$ cat config.mk
export PLATFORM = sky130hd
export DESIGN_NAME = alu_4bit_flat
export DESIGN_NICKNAME = d
export VERILOG_FILES = /design/src/rtl/alu_4bit_if.sv /design/src/rtl/alu_4bit.sv /design/src/flat_wrapper.sv
export SDC_FILE = /design/constraint.sdc
export NUM_CORES = 1
export LEC_CHECK = 0
export ABC_AREA = 1
export ABC_CLOCK_PERIOD_IN_PS = 2300
export CORE_MARGIN = 2
export CORE_UTILIZATION = 47
export DETAILED_ROUTE_END_ITERATION = 16
export GPL_TIMING_DRIVEN = 0
export PLACE_DENSITY_LB_ADDON = 0.05
export SYNTH_ARGS = -nofsm -noshare
export SYNTH_HDL_FRONTEND = slang
export SYNTH_SLANG_ARGS = --single-unit
export TNS_END_PERCENT = 5
$ cat constraint.sdc
create_clock -name clk -period 2.3 [get_ports clk]
set_clock_uncertainty 0.1 [all_clocks]
set_input_delay 0.69 -clock clk [delete_from_list [all_inputs] [get_ports clk]]
set_output_delay 0.69 -clock clk [all_outputs]
set_load 0.005 [all_outputs]
$ cat src/rtl/alu_4bit_if.sv
// rtl/alu_4bit_if.sv - Operand/op request and registered result/flag bundle for alu_4bit
interface alu_4bit_if #(
  parameter int N = 4
);
  logic [N-1:0] a;
  logic [N-1:0] b;
  logic [1:0]   op;
  logic         in_valid;
  logic [N-1:0] result;
  logic         carry;
  logic         overflow;
  logic         zero;
  logic         negative;
  logic         out_valid;

  modport master (
    output a, b, op, in_valid,
    input  result, carry, overflow, zero, negative, out_valid
  );

  modport slave (
    input  a, b, op, in_valid,
    output result, carry, overflow, zero, negative, out_valid
  );
endinterface

$ cat src/rtl/alu_4bit.sv
// rtl/alu_4bit.sv - Registered N-bit add/sub/OR/XOR unit with carry, overflow, zero, negative flags
module alu_4bit #(
  parameter int N = 4
) (
  input  logic       clk,
  input  logic       rst,
  alu_4bit_if.slave  bus
);

  localparam logic [1:0] OP_ADD = 2'b00;
  localparam logic [1:0] OP_OR  = 2'b01;
  localparam logic [1:0] OP_SUB = 2'b10;

  logic [N:0]   sum_ext;
  logic [N-1:0] res_c;
  logic         carry_c;
  logic         ovf_c;

  always_comb begin
    sum_ext = '0;
    res_c   = '0;
    carry_c = 1'b0;
    ovf_c   = 1'b0;
    case (bus.op)
      OP_ADD: begin
        sum_ext = {1'b0, bus.a} + {1'b0, bus.b};
        res_c   = sum_ext[N-1:0];
        carry_c = sum_ext[N];
        ovf_c   = (bus.a[N-1] == bus.b[N-1]) && (res_c[N-1] != bus.a[N-1]);
      end
      OP_SUB: begin
        // A + ~B + 1: the extended bit is the inverted borrow
        sum_ext = {1'b0, bus.a} + {1'b0, ~bus.b} + {{N{1'b0}}, 1'b1};
        res_c   = sum_ext[N-1:0];
        carry_c = ~sum_ext[N];
        ovf_c   = (bus.a[N-1] != bus.b[N-1]) && (res_c[N-1] != bus.a[N-1]);
      end
      OP_OR: begin
        res_c = bus.a | bus.b;
      end
      default: begin
        res_c = bus.a ^ bus.b;
      end
    endcase
  end

  always_ff @(posedge clk) begin
    if (rst) begin
      bus.result    <= '0;
      bus.carry     <= 1'b0;
      bus.overflow  <= 1'b0;
      bus.zero      <= 1'b1;
      bus.negative  <= 1'b0;
      bus.out_valid <= 1'b0;
    end else if (bus.in_valid) begin
      bus.result    <= res_c;
      bus.carry     <= carry_c;
      bus.overflow  <= ovf_c;
      bus.zero      <= (res_c == '0);
      bus.negative  <= res_c[N-1];
      bus.out_valid <= 1'b1;
    end else begin
      bus.out_valid <= 1'b0;
    end
  end

endmodule

$ cat src/flat_wrapper.sv
// flat-port wrapper written by rule: the top's interface ports become plain ports
module alu_4bit_flat 
#(
  parameter int N = 4
)
  (clk, rst, bus_a, bus_b, bus_op, bus_in_valid, bus_result, bus_carry, bus_overflow, bus_zero, bus_negative, bus_out_valid);
  alu_4bit_if #(.N(N)) bus_i ();
  input  logic clk;
  input  logic rst;
  input wire logic [$bits(bus_i.a)-1:0] bus_a;
  input wire logic [$bits(bus_i.b)-1:0] bus_b;
  input wire logic [$bits(bus_i.op)-1:0] bus_op;
  input wire logic [$bits(bus_i.in_valid)-1:0] bus_in_valid;
  output wire logic [$bits(bus_i.result)-1:0] bus_result;
  output wire logic [$bits(bus_i.carry)-1:0] bus_carry;
  output wire logic [$bits(bus_i.overflow)-1:0] bus_overflow;
  output wire logic [$bits(bus_i.zero)-1:0] bus_zero;
  output wire logic [$bits(bus_i.negative)-1:0] bus_negative;
  output wire logic [$bits(bus_i.out_valid)-1:0] bus_out_valid;
  assign bus_i.a = bus_a;
  assign bus_i.b = bus_b;
  assign bus_i.op = bus_op;
  assign bus_i.in_valid = bus_in_valid;
  assign bus_result = bus_i.result;
  assign bus_carry = bus_i.carry;
  assign bus_overflow = bus_i.overflow;
  assign bus_zero = bus_i.zero;
  assign bus_negative = bus_i.negative;
  assign bus_out_valid = bus_i.out_valid;
  alu_4bit #(.N(N)) u_core (.clk(clk), .rst(rst), .bus(bus_i));
endmodule
Run 1, signal wires by layer:
Drawn at 10 px/um. Only two layers are drawn.
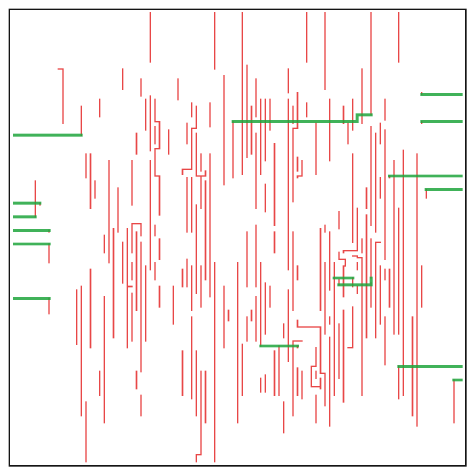
Red is M2, wire length 966 um. Green is M3, wire length 70.9 um.

Run 1, the metal 3 layer:
Drawn at 8 px/um.
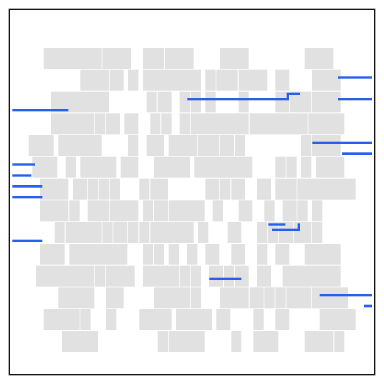
The longest straight run is 12.4 um. The layer holds 3.7% of the routed length. The layer carries 70.9 um of wire. 16 nets have wire on it.

Run 1, the metal 1 layer:
Drawn at 12 px/um. Supply wires on this layer in grey.
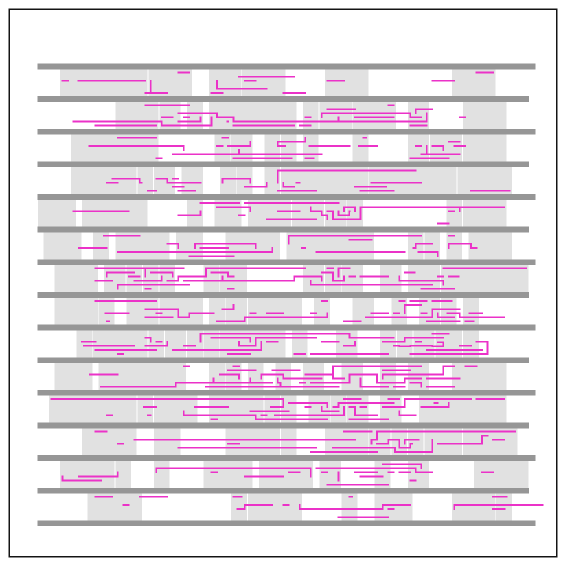
The layer carries 874 um of wire. The layer holds 46% of the routed length.

[run 1: final cells by class]
cell class,count,area (um^2),share of cell area [%]
buffer,3,22.5,2.06
clock buffer,3,22.5,2.06
tap,16,20.0,1.83
sequential,8,160,14.7
inverter,24,90.1,8.26
timing repair buffer,22,224,20.5
multi-input combinational,83,552,50.6
[run 1: cell usage after synthesis (all sizes together)]
master / count / share of area [%]
a211oi: 1 / 1.5
a21oi: 6 / 3.7
buf: 2 / 1.9
clkbuf: 1 / 0.46
dfxtp: 8 / 20
fa: 2 / 4.9
ha: 12 / 19
inv: 24 / 11
nand2: 22 / 11
nand3: 15 / 11
nand4: 1 / 0.77
nor2: 12 / 6.2
nor3: 2 / 1.9
o2111ai: 1 / 1.9
o211ai: 1 / 0.93
o21ai: 7 / 4.3
xor2: 1 / 1.1
[run 1: layout by cell type, fill, tap and decap left out]
master           instances
nor3_2                   1
nand4_1                  1
a21oi_2                  1
o21ai_1                  2
inv_1                   18
clkbuf_1                 1
a21oi_1                  5
a211oi_2                 1
ha_2                     2
ha_1                    10
nand2_1                 20
clkbuf_4                 3
fa_1                     2
o2111ai_2                1
nand2_2                  2
dlygate4sd2_1            3
nor3_1                   1
o211ai_1                 1
inv_2                    6
nand3_1                 13
nor2_1                  10
dlymetal6s2s_1           4
buf_4                    2
clkdlybuf4s50_1         14
xor2_1                   1
buf_6                    1
dfxtp_1                  8
nor2_2                   2
nand3_2                  2
o21ai_0                  5
[run 1: timing repair]
action / CTS / global route
hold buffers: 0 / 0
cloned: 0 / 0
pin swaps: 3 / 2
setup buffers: 1 / 0
gates resized: 5 / 10
endpoints found under the setup margin: 4 / 6
[run 1: sequential cells by signal, summed over array words and instances (netlist names)]
name / count
u_core.bus.carry: 1
u_core.bus.negative: 1
u_core.bus.out_valid: 1
u_core.bus.overflow: 1
u_core.bus.result: 3
u_core.bus.zero: 1
[run 1: critical path, stage by stage]
cell	delay, ns
clkdlybuf4s50_1	0.50
inv_1	0.07
ha_1	0.35
inv_2	0.14
nand3_1	0.11
nand3_1	0.10
nand3_1	0.07
nand2_1	0.09
a21oi_1	0.08
[run 1: cells by family after synthesis]
logic type / after synthesis / share of synthesized area, %
compound gates: 16 / 12.4
xor+xnor: 1 / 1.08
fa+ha+maj: 14 / 23.5
buf+inv: 27 / 13.4
flops: 8 / 19.8
simple gates: 52 / 29.8
[run 1: how the worst max path moves through the flow]
stage,startpoint,endpoint,slack [ns]
finish,bus_b[3],u_core.bus.negative$_SDFFE_PP0P_,0.14
global route,bus_a[0],u_core.bus.zero$_SDFFE_PP1P_,0.02
CTS,bus_b[1],u_core.bus.zero$_SDFFE_PP1P_,0.009
detailed placement,bus_b[0],u_core.bus.zero$_SDFFE_PP1P_,-0.36
global placement,bus_b[0],u_core.bus.zero$_SDFFE_PP1P_,-0.33
floorplan,bus_b[0],u_core.bus.zero$_SDFFE_PP1P_,0.31
[run 1: where the power goes]
part / total, mW / internal (mW) / switching, mW / leakage, nW
Sequential: 0.155 / 0.150 / 0.00561 / 0.0665
Clock: 0.111 / 0.0599 / 0.0507 / 0.0138
Combinational: 0.180 / 0.0852 / 0.0945 / 0.501
==> deck_impl_summary.md, run 1 <==
Synthesis and Place & Route Summary

Timing
  – RSZ-0062 raised after global routing: false
  – Worst hold slack: between 0.4 and 0.5 ns
  – Max frequency: 463 MHz
  – Final setup fails: 0
  – Normalized max-slew margin: between 70 and 80%
  – Final WS setup: 0.139 ns
  – Sum of negative setup slack: 0 ns
  – Final period util: a little over nine tenths
  – Hold Vio Cnt, Final: 0
  – Worst slew pin tran: 0.375 ns
  – Final Slew Violations: 0
  – Period minus WS final: around 2.2 ns

CTS
  – CTS Sinks: 8
  – CTS clk-pin slew, worst paths: ~0.06 ns
  – CTS root buffer: clkbuf_4
  – CTS tree: done
  – CTS max path bufs: 2
  – Cts bufs inserted: 3
  – H-tree depth: 1
  – Clk ins delay skew pair: ~0.25 ns

Power and ir drop
  – Post-layout power: around 0.45 mW
  – Max VDD drop: around 0.30 mV
  – Leak pwr: 0.581 nW
  – Pwr Density: just over 400 nW/um^2

Synth
  – Cell Area, Synth: about 800 um^2
  – Yosys warning count: 0
  – Synthesized Nets: about 150
  – Yosys cell types: 23
  – Register area share after synthesis: 19.8%
  – Syn Inst Count: 118
  – Mapped Avg Cell Area: 6.86 um^2
  – Yosys Instances: between 100 and 150
  – Post-synth area from yosys stat: a little over 800 um^2
  – Registers, synthesis: 8

Route
  – Pre-antenna DRT Iters: 6
  – DRT met1 WL: roughly 870 um
  – Via/cell ratio: roughly 5.1
  – Initial drt markers: 32
  – Vias: about 810
  – DR top layer: met3
  – Wirelength per Cell: 12.0 um
  – DRC viols: 0
  – Met3 Wirelength: roughly 70 um
  – DR WL met2: approximately 970 um
  – Routed Antenna Nets: 0
  – WL final: about 1900 um

Job
  – Tool warnings: 34
  – Max Cap Viol: 0

Placed design
  – Placed Instance Area: 1040 um^2
  – Port buffer count: 21
  – Dpl hpwl: 1520 um
  – GP Congestion: about 0.84
  – Post-Place Worst Slack: -0.360 ns
  – Total placed cells including tap cells: around 160

Die
  – Core ar.: 1560 um^2
  – Die Span X: around 46 um
  – Die height: ~46 um
  – Starting density of the core: between 50% and 60%
  – Die Footprint: just over 2000 um^2
  – Row count: 14
  – IO Count: 22

Worst setup path
  – Worst Setup Start Kind: input port
  – Crit path DRT: 2.33 ns
  – R2r endpoint: u_core.bus.negative$_SDFFE_PP0P_
  – Reg2reg setup slack: 1.54 ns
  – Critical setup path kind: in -> reg
  – Worst EP arrival: 2.19 ns
  – Critical R2R Launch: u_core.bus.negative$_SDFFE_PP0P_
  – Worst R2R Path Depth: 2
  – CP Max Fanout: 7
  – CP Capture Type: flop

Final layout
  – P&R area growth vs syn: 34.8%
  – Fin nets: around 170
  – Antenna diode count: 0
  – Design area: about 1100 um^2
  – Filler cell count: around 150
  – Final core occ: 70.0%
  – Share of cells above drive strength 1: 16.8%
  – Final std cells w/o fill: 159

Hold path
  – Hold Path Class: reg -> reg
  – Worst hold stages: 2
  – WHS Endpoint: u_core.bus.zero$_SDFFE_PP1P_
  – Min-delay src: u_core.bus.zero$_SDFFE_PP1P_

Global routing
  – M1 GR Usage: between 20% and 30%
  – Met3 Resource Use GR: under 10%
  – Global route overflow: 0
  – Initial antenna violation count: 0
  – Largest net degree at the start of global routing: 11
  – GRT Total Usage: 21.0%
  – Grt peak-use layer: met2
  – First-pass GRT wire length: 3090 um
  – Vias in the first global route: 767
  – Met2 Use GR: 35.5%

Outcome
  – Status: completed
## Run 2: what changed since run 1
Settings changed: GPL_ROUTABILITY_DRIVEN from default to 0.
Run 2, signal wires by layer:
Drawn at 10 px/um. Only two layers are drawn.
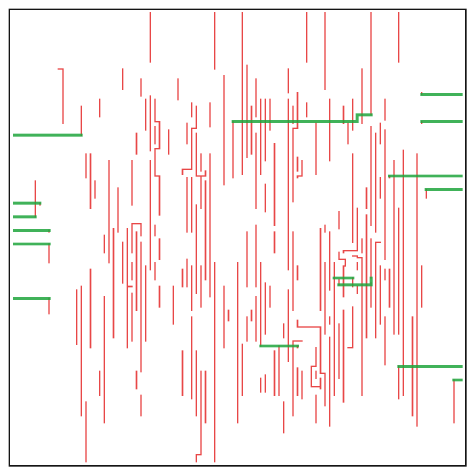
Green is M3, wire length 70.9 um. Red is M2, wire length 966 um.

==> deck_impl_summary.md, run 2 <==
Synthesis and Place & Route Summary

Global routing
  – First-pass GRT wire length: slightly above 3000 um
  – GRT Total Usage: a little over a fifth
  – Initial antenna violation count: 0

Worst setup path
  – Worst EP arrival: 2.19 ns
  – Worst R2R Path Depth: 2
  – Worst Setup Start Kind: input port
  – Crit path from: bus_b[3]
  – R2r endpoint: u_core.bus.negative$_SDFFE_PP0P_
  – Critical setup path kind: in -> reg
  – CP Capture Type: flop

Hold path
  – Worst hold stages: 2
  – WHS Endpoint: u_core.bus.zero$_SDFFE_PP1P_
  – Min-delay src: u_core.bus.zero$_SDFFE_PP1P_

Synth
  – Fraction of registers with async set/reset: 0%
  – Simple share: between 20% and 30%
  – Adder share: 23.5%
  – Syn Inst Count: around 120
  – Yosys Instances: 118
  – Synth logic family: simple AND/OR/NAND/NOR gates
  – Mux frac, synth: 0%
  – Post-synth area from yosys stat: a little over 800 um^2
  – XORs/XNORs by Area: 1.08%
  – Cell Area, Synth: 810 um^2
  – Most used flip-flop cell: dfxtp_1

Timing
  – Worst slew pin tran: 0.375 ns
  – Normalized max-slew margin: 75.0%
  – Period minus WS final: 2.16 ns
  – Hold Vio Cnt, Final: 0
  – Final period util: a little over nine tenths
  – RSZ-0062 raised after global routing: false
  – Final setup fails: 0

Final layout
  – Antenna diode count: 0
  – Most numerous logic cells after layout: nand2_1, inv_1, clkdlybuf4s50_1
  – Top cell excl fill/tap: nand2_1
  – Final core occ: 70.0%
  – Fin nets: 172
  – Max reg flops: 3
  – Filler cell count: around 150
  – P&R area growth vs syn: 34.8%

Placed design
  – Dpl hpwl: roughly 1500 um
  – Port buffer count: 21
  – Placed Instance Area: 1040 um^2

Power and ir drop
  – Pwr Density: ~410 nW/um^2

CTS
  – CTS Sinks: 8
  – CTS tree: done
  – Hold Buf Count CTS: 0
  – Cts bufs inserted: 3
  – CTS max path bufs: 2
  – Clk ins delay skew pair: between 0.2 and 0.3 ns
  – CTS clk-pin slew, worst paths: ~0.06 ns

Route
  – DRC viols: 0
  – Pre-antenna DRT Iters: 6
  – Vias: 813
  – WL final: ~1900 um
  – Wirelength per Cell: ~12 um

Die
  – Die Span X: 45.5 um
  – Starting density of the core: about half
  – Die height: approximately 46 um
  – IO Count: 22

Outcome
  – Status: completed

Job
  – Max Cap Viol: 0
-- run 2: cell counts in the layout (fill, tap and decap cells not counted) --
No cell type changed its count.
-- run 2: routing by layer --
metal	share of wire (%)	track usage (%)	vias to the layer above
met4	0	5.29	0
met2	51	35.5	21
met3	3.7	6.35	0
li1	-	-	427
met5	0	0	-
met1	46	25.7	365
-- run 2: metrics by stage --
stage | cells | setup WS, ns | setup TNS [ns]
2_1_floorplan | 118 | 0.314 | 0
3_3_place_gp | 155 | -0.331 | -1.48
3_5_place_dp | 155 | -0.360 | -1.73
4_1_cts | 159 | 0.00870 | 0
5_1_grt | 159 | 0.0226 | 0
6_report | 159 | 0.139 | 0
-- run 2: worst max-delay path by stage --
stage,endpoint,slack [ns],cells after the start
floorplan,u_core.bus.zero$_SDFFE_PP1P_,0.31,9
detailed placement,u_core.bus.zero$_SDFFE_PP1P_,-0.36,10
finish,u_core.bus.negative$_SDFFE_PP0P_,0.14,9
global route,u_core.bus.zero$_SDFFE_PP1P_,0.02,12
global placement,u_core.bus.zero$_SDFFE_PP1P_,-0.33,10
CTS,u_core.bus.zero$_SDFFE_PP1P_,0.009,13
-- run 2: what timing repair did --
action	in CTS	in global routing
buffers inserted	1	0
gates resized	5	10
hold endpoints to repair	0	0
pin swaps	3	2
setup endpoints to repair	4	6
-- run 2: logic make-up (layout without fill, tap and decap cells) --
kind of cell / count (synthesis) / count (layout)
buffers and inverters: 27 / 52
XOR/XNOR: 1 / 1
adder cells (fa/ha/maj): 14 / 14
AND-OR/OR-AND: 16 / 16
flip-flops: 8 / 8
AND/OR/NAND/NOR: 52 / 52
-- run 2: where the power goes --
part / switching (mW) / internal (mW) / total (mW)
logic: 0.0945 / 0.0852 / 0.180
registers: 0.00561 / 0.150 / 0.155
clock network: 0.0507 / 0.0599 / 0.111
-- run 2: cell type report --
type	count	area, um^2	share of cell area, %
Tap cell	16	20.0	1.83
Buffer	3	22.5	2.06
Clock buffer	3	22.5	2.06
Sequential cell	8	160	14.7
Multi-Input combinational cell	83	552	50.6
Inverter	24	90.1	8.26
Timing Repair Buffer	22	224	20.5
-- run 2: worst max-delay path: stages --
cell and delay (ns):
clkdlybuf4s50_1 0.50, inv_1 0.07, ha_1 0.35, inv_2 0.14, nand3_1 0.11, nand3_1 0.10, nand3_1 0.07, nand2_1 0.09
a21oi_1 0.08
Power and IR drop assume default switching activity.
